===== config.mk =====
export PLATFORM = sky130hd
export DESIGN_NAME = apb_interconnect
export DESIGN_NICKNAME = d
export VERILOG_FILES = /design/src/rtl/apb_interconnect.sv
export SDC_FILE = /design/constraint.sdc
export NUM_CORES = 1
export LEC_CHECK = 0
export CAP_MARGIN = 10
export CELL_PAD_IN_SITES_DETAIL_PLACEMENT = 1
export CELL_PAD_IN_SITES_GLOBAL_PLACEMENT = 1
export CORE_ASPECT_RATIO = 0.9
export CORE_MARGIN = 2
export CORE_UTILIZATION = 27
export DETAILED_ROUTE_END_ITERATION = 7
export PLACE_DENSITY = 0.8
export SLEW_MARGIN = 20
export SYNTH_ARGS = -nofsm -noshare
export SYNTH_HDL_FRONTEND = slang
export SYNTH_SLANG_ARGS = --single-unit

===== constraint.sdc =====
create_clock -name PCLK -period 2.7 [get_ports PCLK]
set_input_delay 0.54 -clock PCLK [delete_from_list [all_inputs] [get_ports PCLK]]
set_output_delay 0.54 -clock PCLK [all_outputs]
set_load 0.005 [all_outputs]

===== src/rtl/apb_interconnect.sv =====
// apb_interconnect: one-master, NSLAVES-slave APB3 interconnect for the debugger bus.
// Decodes PADDR against base/mask windows, fans the bus out, muxes responses back,
// answers unmapped accesses with an error, aborts slaves that stall past TIMEOUT,
// and keeps a small error log (saturating count plus last faulting address).
module apb_interconnect #(
  parameter int unsigned               NSLAVES = 4,
  parameter int unsigned               AW      = 5,
  parameter int unsigned               DW      = 8,
  parameter logic [NSLAVES*AW-1:0]     BASE    = {5'h18, 5'h10, 5'h01, 5'h00},
  parameter logic [NSLAVES*AW-1:0]     MASK    = {5'h18, 5'h18, 5'h1F, 5'h1F},
  parameter int unsigned               TIMEOUT = 16
) (
  input  logic                  PCLK,
  input  logic                  PRESET,
  input  logic                  PSEL,
  input  logic [AW-1:0]         PADDR,
  input  logic                  PENABLE,
  input  logic                  PWRITE,
  input  logic [DW-1:0]         PWDATA,
  output logic [DW-1:0]         PRDATA,
  output logic                  PREADY,
  output logic                  PSLVERR,
  output logic [NSLAVES-1:0]    S_PSEL,
  output logic                  S_PENABLE,
  output logic [AW-1:0]         S_PADDR,
  output logic                  S_PWRITE,
  output logic [DW-1:0]         S_PWDATA,
  input  logic [NSLAVES*DW-1:0] S_PRDATA,
  input  logic [NSLAVES-1:0]    S_PREADY,
  input  logic [NSLAVES-1:0]    S_PSLVERR,
  input  logic                  ERR_CLR,
  output logic [7:0]            ERR_COUNT,
  output logic [AW-1:0]         ERR_ADDR
);

  localparam int unsigned IW      = (NSLAVES > 1) ? $clog2(NSLAVES) : 1;
  // Wait count at which a still-stalled slave is aborted.
  localparam logic [7:0]  TO_LAST = 8'(TIMEOUT - 1);

  typedef enum logic [1:0] {IDLE, ACCESS, ABORT} state_e;

  state_e          state_q, state_d;
  logic [IW-1:0]   idx_q, idx_d;
  logic            unmapped_q, unmapped_d;
  logic [7:0]      wc_q, wc_d;
  logic [7:0]      err_count_q, err_count_d;
  logic [AW-1:0]   err_addr_q, err_addr_d;

  logic [IW-1:0]   dec_idx;
  logic            dec_hit;
  logic            setup;
  logic            timeout_hit;
  logic            err_event;

  function automatic logic [NSLAVES-1:0] onehot(input logic [IW-1:0] idx);
    logic [NSLAVES-1:0] v;
    for (int i = 0; i < NSLAVES; i++) v[i] = (idx == IW'(i));
    return v;
  endfunction

  // Broadcast side of the bus follows the master with zero latency.
  assign S_PENABLE = PENABLE;
  assign S_PADDR   = PADDR;
  assign S_PWRITE  = PWRITE;
  assign S_PWDATA  = PWDATA;

  assign setup       = PSEL & ~PENABLE;
  assign timeout_hit = (TIMEOUT != 0) && (wc_q == TO_LAST);

  // Address decode: scan high to low so the lowest matching window wins.
  always_comb begin
    dec_hit = 1'b0;
    dec_idx = '0;
    for (int i = NSLAVES - 1; i >= 0; i--) begin
      if ((PADDR & MASK[i*AW +: AW]) == BASE[i*AW +: AW]) begin
        dec_hit = 1'b1;
        dec_idx = IW'(i);
      end
    end
  end

  // Transfer FSM next state and master/slave select outputs.
  always_comb begin
    // NOTE: every output and next-state value gets a default first so no path
    // through the case can leave one unassigned and infer a latch.
    state_d    = state_q;
    idx_d      = idx_q;
    unmapped_d = unmapped_q;
    wc_d       = wc_q;
    S_PSEL     = '0;
    PREADY     = 1'b0;
    PSLVERR    = 1'b0;
    PRDATA     = '0;
    if (!PRESET) begin
      case (state_q)
        IDLE, ABORT: begin
          if (setup) begin
            S_PSEL     = dec_hit ? onehot(dec_idx) : '0;
            idx_d      = dec_idx;
            unmapped_d = ~dec_hit;
            wc_d       = '0;
            state_d    = ACCESS;
          end else if (state_q == ABORT && !PSEL) begin
            state_d = IDLE;
          end
        end
        ACCESS: begin
          if (!PSEL) begin
            state_d = IDLE;
          end else if (unmapped_q) begin
            PREADY  = 1'b1;
            PSLVERR = 1'b1;
            state_d = IDLE;
          end else begin
            S_PSEL = onehot(idx_q);
            if (S_PREADY[idx_q]) begin
              PREADY  = 1'b1;
              PSLVERR = S_PSLVERR[idx_q];
              PRDATA  = S_PRDATA[int'(idx_q)*DW +: DW];
              state_d = IDLE;
            end else if (timeout_hit) begin
              PREADY  = 1'b1;
              PSLVERR = 1'b1;
              state_d = ABORT;
            end else if (wc_q != 8'hFF) begin
              wc_d = wc_q + 8'd1;
            end
          end
        end
        default: state_d = IDLE;
      endcase
    end
  end

  // Error log next state: any completion carrying PSLVERR counts.
  always_comb begin
    err_event   = PREADY & PSLVERR;
    err_count_d = err_count_q;
    err_addr_d  = err_addr_q;
    if (ERR_CLR)
      err_count_d = err_event ? 8'd1 : 8'd0;
    else if (err_event && err_count_q != 8'hFF)
      err_count_d = err_count_q + 8'd1;
    if (err_event)
      err_addr_d = PADDR;
  end

  // State registers with synchronous active-high reset.
  always_ff @(posedge PCLK) begin
    // NOTE: sequential state uses non-blocking assignments so every register
    // samples the values from before this edge.
    if (PRESET) begin
      state_q     <= IDLE;
      idx_q       <= '0;
      unmapped_q  <= 1'b0;
      wc_q        <= '0;
      err_count_q <= '0;
      err_addr_q  <= '0;
    end else begin
      state_q     <= state_d;
      idx_q       <= idx_d;
      unmapped_q  <= unmapped_d;
      wc_q        <= wc_d;
      err_count_q <= err_count_d;
      err_addr_q  <= err_addr_d;
    end
  end

  assign ERR_COUNT = err_count_q;
  assign ERR_ADDR  = err_addr_q;

endmodule

==> images/layers.png <==
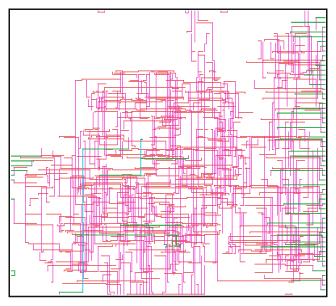
Cyan stands for M4, wire length 51.0 um. Green stands for M3, wire length 439 um. Red stands for M1, wire length 2900 um. Magenta stands for M2, wire length 3390 um.

==> images/pinout.png <==
Pins as bars across the die edge, other pins in grey.
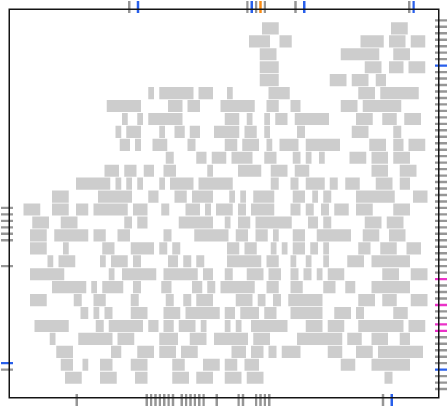
Orange stands for PENABLE, pins 1, direction input, edge top. Blue stands for S_PWDATA, pins 8, direction output, edge 4 top, 2 right, 1 bottom, 1 left. Magenta stands for S_PREADY, pins 4, direction input, edge right.
All pins by edge: 58 right, 23 bottom, 11 top, 9 left.

==> results.yml <==
# flow metrics
critical_path:
  crit_path_max_fanout: 3
  buffering_stage_count_on_the_worst_path_with_inverters_included: 5
  worst_path_depth: 8
  worst-endpoint-required_ns: 2.16
  critPathLaunch: "S_PREADY[0]"
  r2r.worst_path.cells: 6
  critPathMaxStageDelay_ns: 0.52
  arrival_ns: 2.08
  setup.reg_to_reg.worst_slack_ns: 0.28
worst_hold_path:
  worst_hold_class: "reg2reg"
  whs_path_depth: 2
synthesis:
  topCellsByArea: "sky130_fd_sc_hd__dfxtp_1, sky130_fd_sc_hd__mux4_2, sky130_fd_sc_hd__buf_4"
  synth_top_cell_by_area: "sky130_fd_sc_hd__dfxtp_1"
  ys_seq_share_pct: 29.0
  compound_area_share_pct: 15.6
  synth.avg_cell_area_um2: 8.85
  ys.flops: 26
  synth-warning-count: 0
  postSynth.asyncResetShare_pct: 0
  synth.top_cells.by_count: "sky130_fd_sc_hd__dfxtp_1, sky130_fd_sc_hd__nor2_1, sky130_fd_sc_hd__a21oi_1, sky130_fd_sc_hd__nand2_1, sky130_fd_sc_hd__buf_4"
  chip_area_estimate_from_yosys_synthesis_um2: 1800
  floorplan.nets: 264
  post_synth_and_or_nand_nor_area_fraction_pct: 26.6
  top_area_share_pct: 29.0
global_route:
  grt.overflow.total: 0
  grt_pass1_wl_um: 10700
  largest_net_degree_at_the_start_of_global_routing: 15
  busiest_layer: "met2"
  grtUsageTotal_pct: 18.3
  gr-usage-met3_pct: 4.64
  groute.layer.met2.usage_pct: 34.2
cells_and_area:
  layout_top_cells_excl_fill_tap: "sky130_fd_sc_hd__clkdlybuf4s50_1, sky130_fd_sc_hd__buf_4, sky130_fd_sc_hd__dfxtp_1"
  layout-drive-gt1-share_pct: 22.6
  num-nonclk-buffers: 114
  final_nets: 359
  utilization_pct: 44.5
  logic_gates: 148
  signal_inverters: 5
pwr:
  post-layout-total-power_uw: 884
  clock_power_share_pct: 30.2
  p_sw_share_pct: 25.6
floorplanning:
  boundaryPins: 101
  floorplan.die.height_um: 81.4
  fp_util_pct: 27.6
timing:
  timing_worst_slew_pin_value_ns: 0.443
  worst_clock_skew_ns: 0.0117
  final-hold-violation-count: 0
  min_period_ns: 2.62
  timing_max_transition_violations_final: 0
  finalWorstSetupSlack_ns: 0.0831
placement:
  dpl_worst_slack_ns: -0.439
  detailed_place.area_um2: 2780
run_status:
  run_status: "finished, final reports clean"
clock_network:
  number_of_buffers_created_by_cts: 3
  insertion_delay_ns: 0.28
  cts-hold-fix-buffers: 0
  cts_max_path_buffers: 2
job:
  warning_count: 27
route:
  routed_wire_length_per_instance_um: 17.5
  wirelength_um: 6780
  wirelength_met1_um: 2900
==> images/placed.png <==
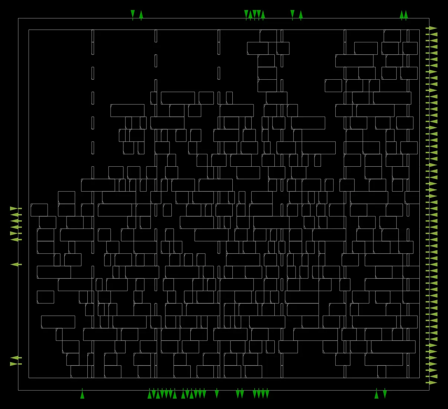
number of standard-cell rows in the floorplan: 28
Layout Cells excl Fill: 387

==> images/clock_wires.png <==
Bar = 20 um.
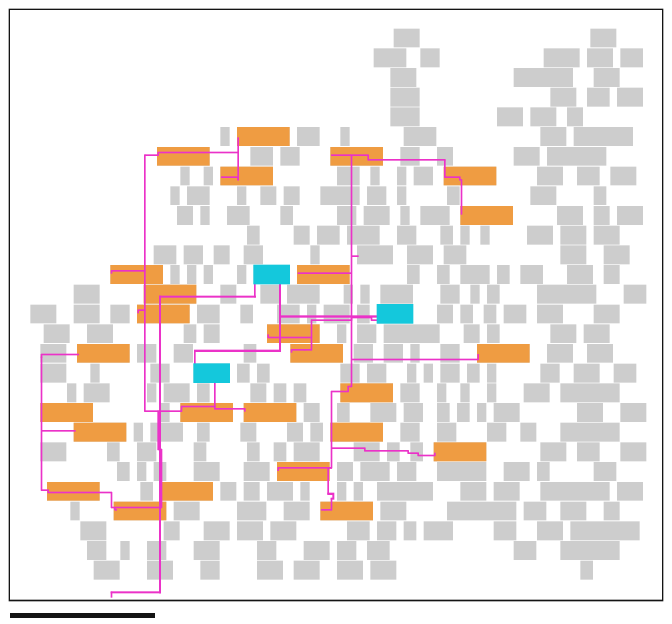
Orange stands for flip-flops, count 26. Cyan stands for clock-net drivers, count 3. Magenta stands for clock wires, length 407 um.
There are 4 routed clock nets.

Power is estimated from default activity; no workload was simulated.
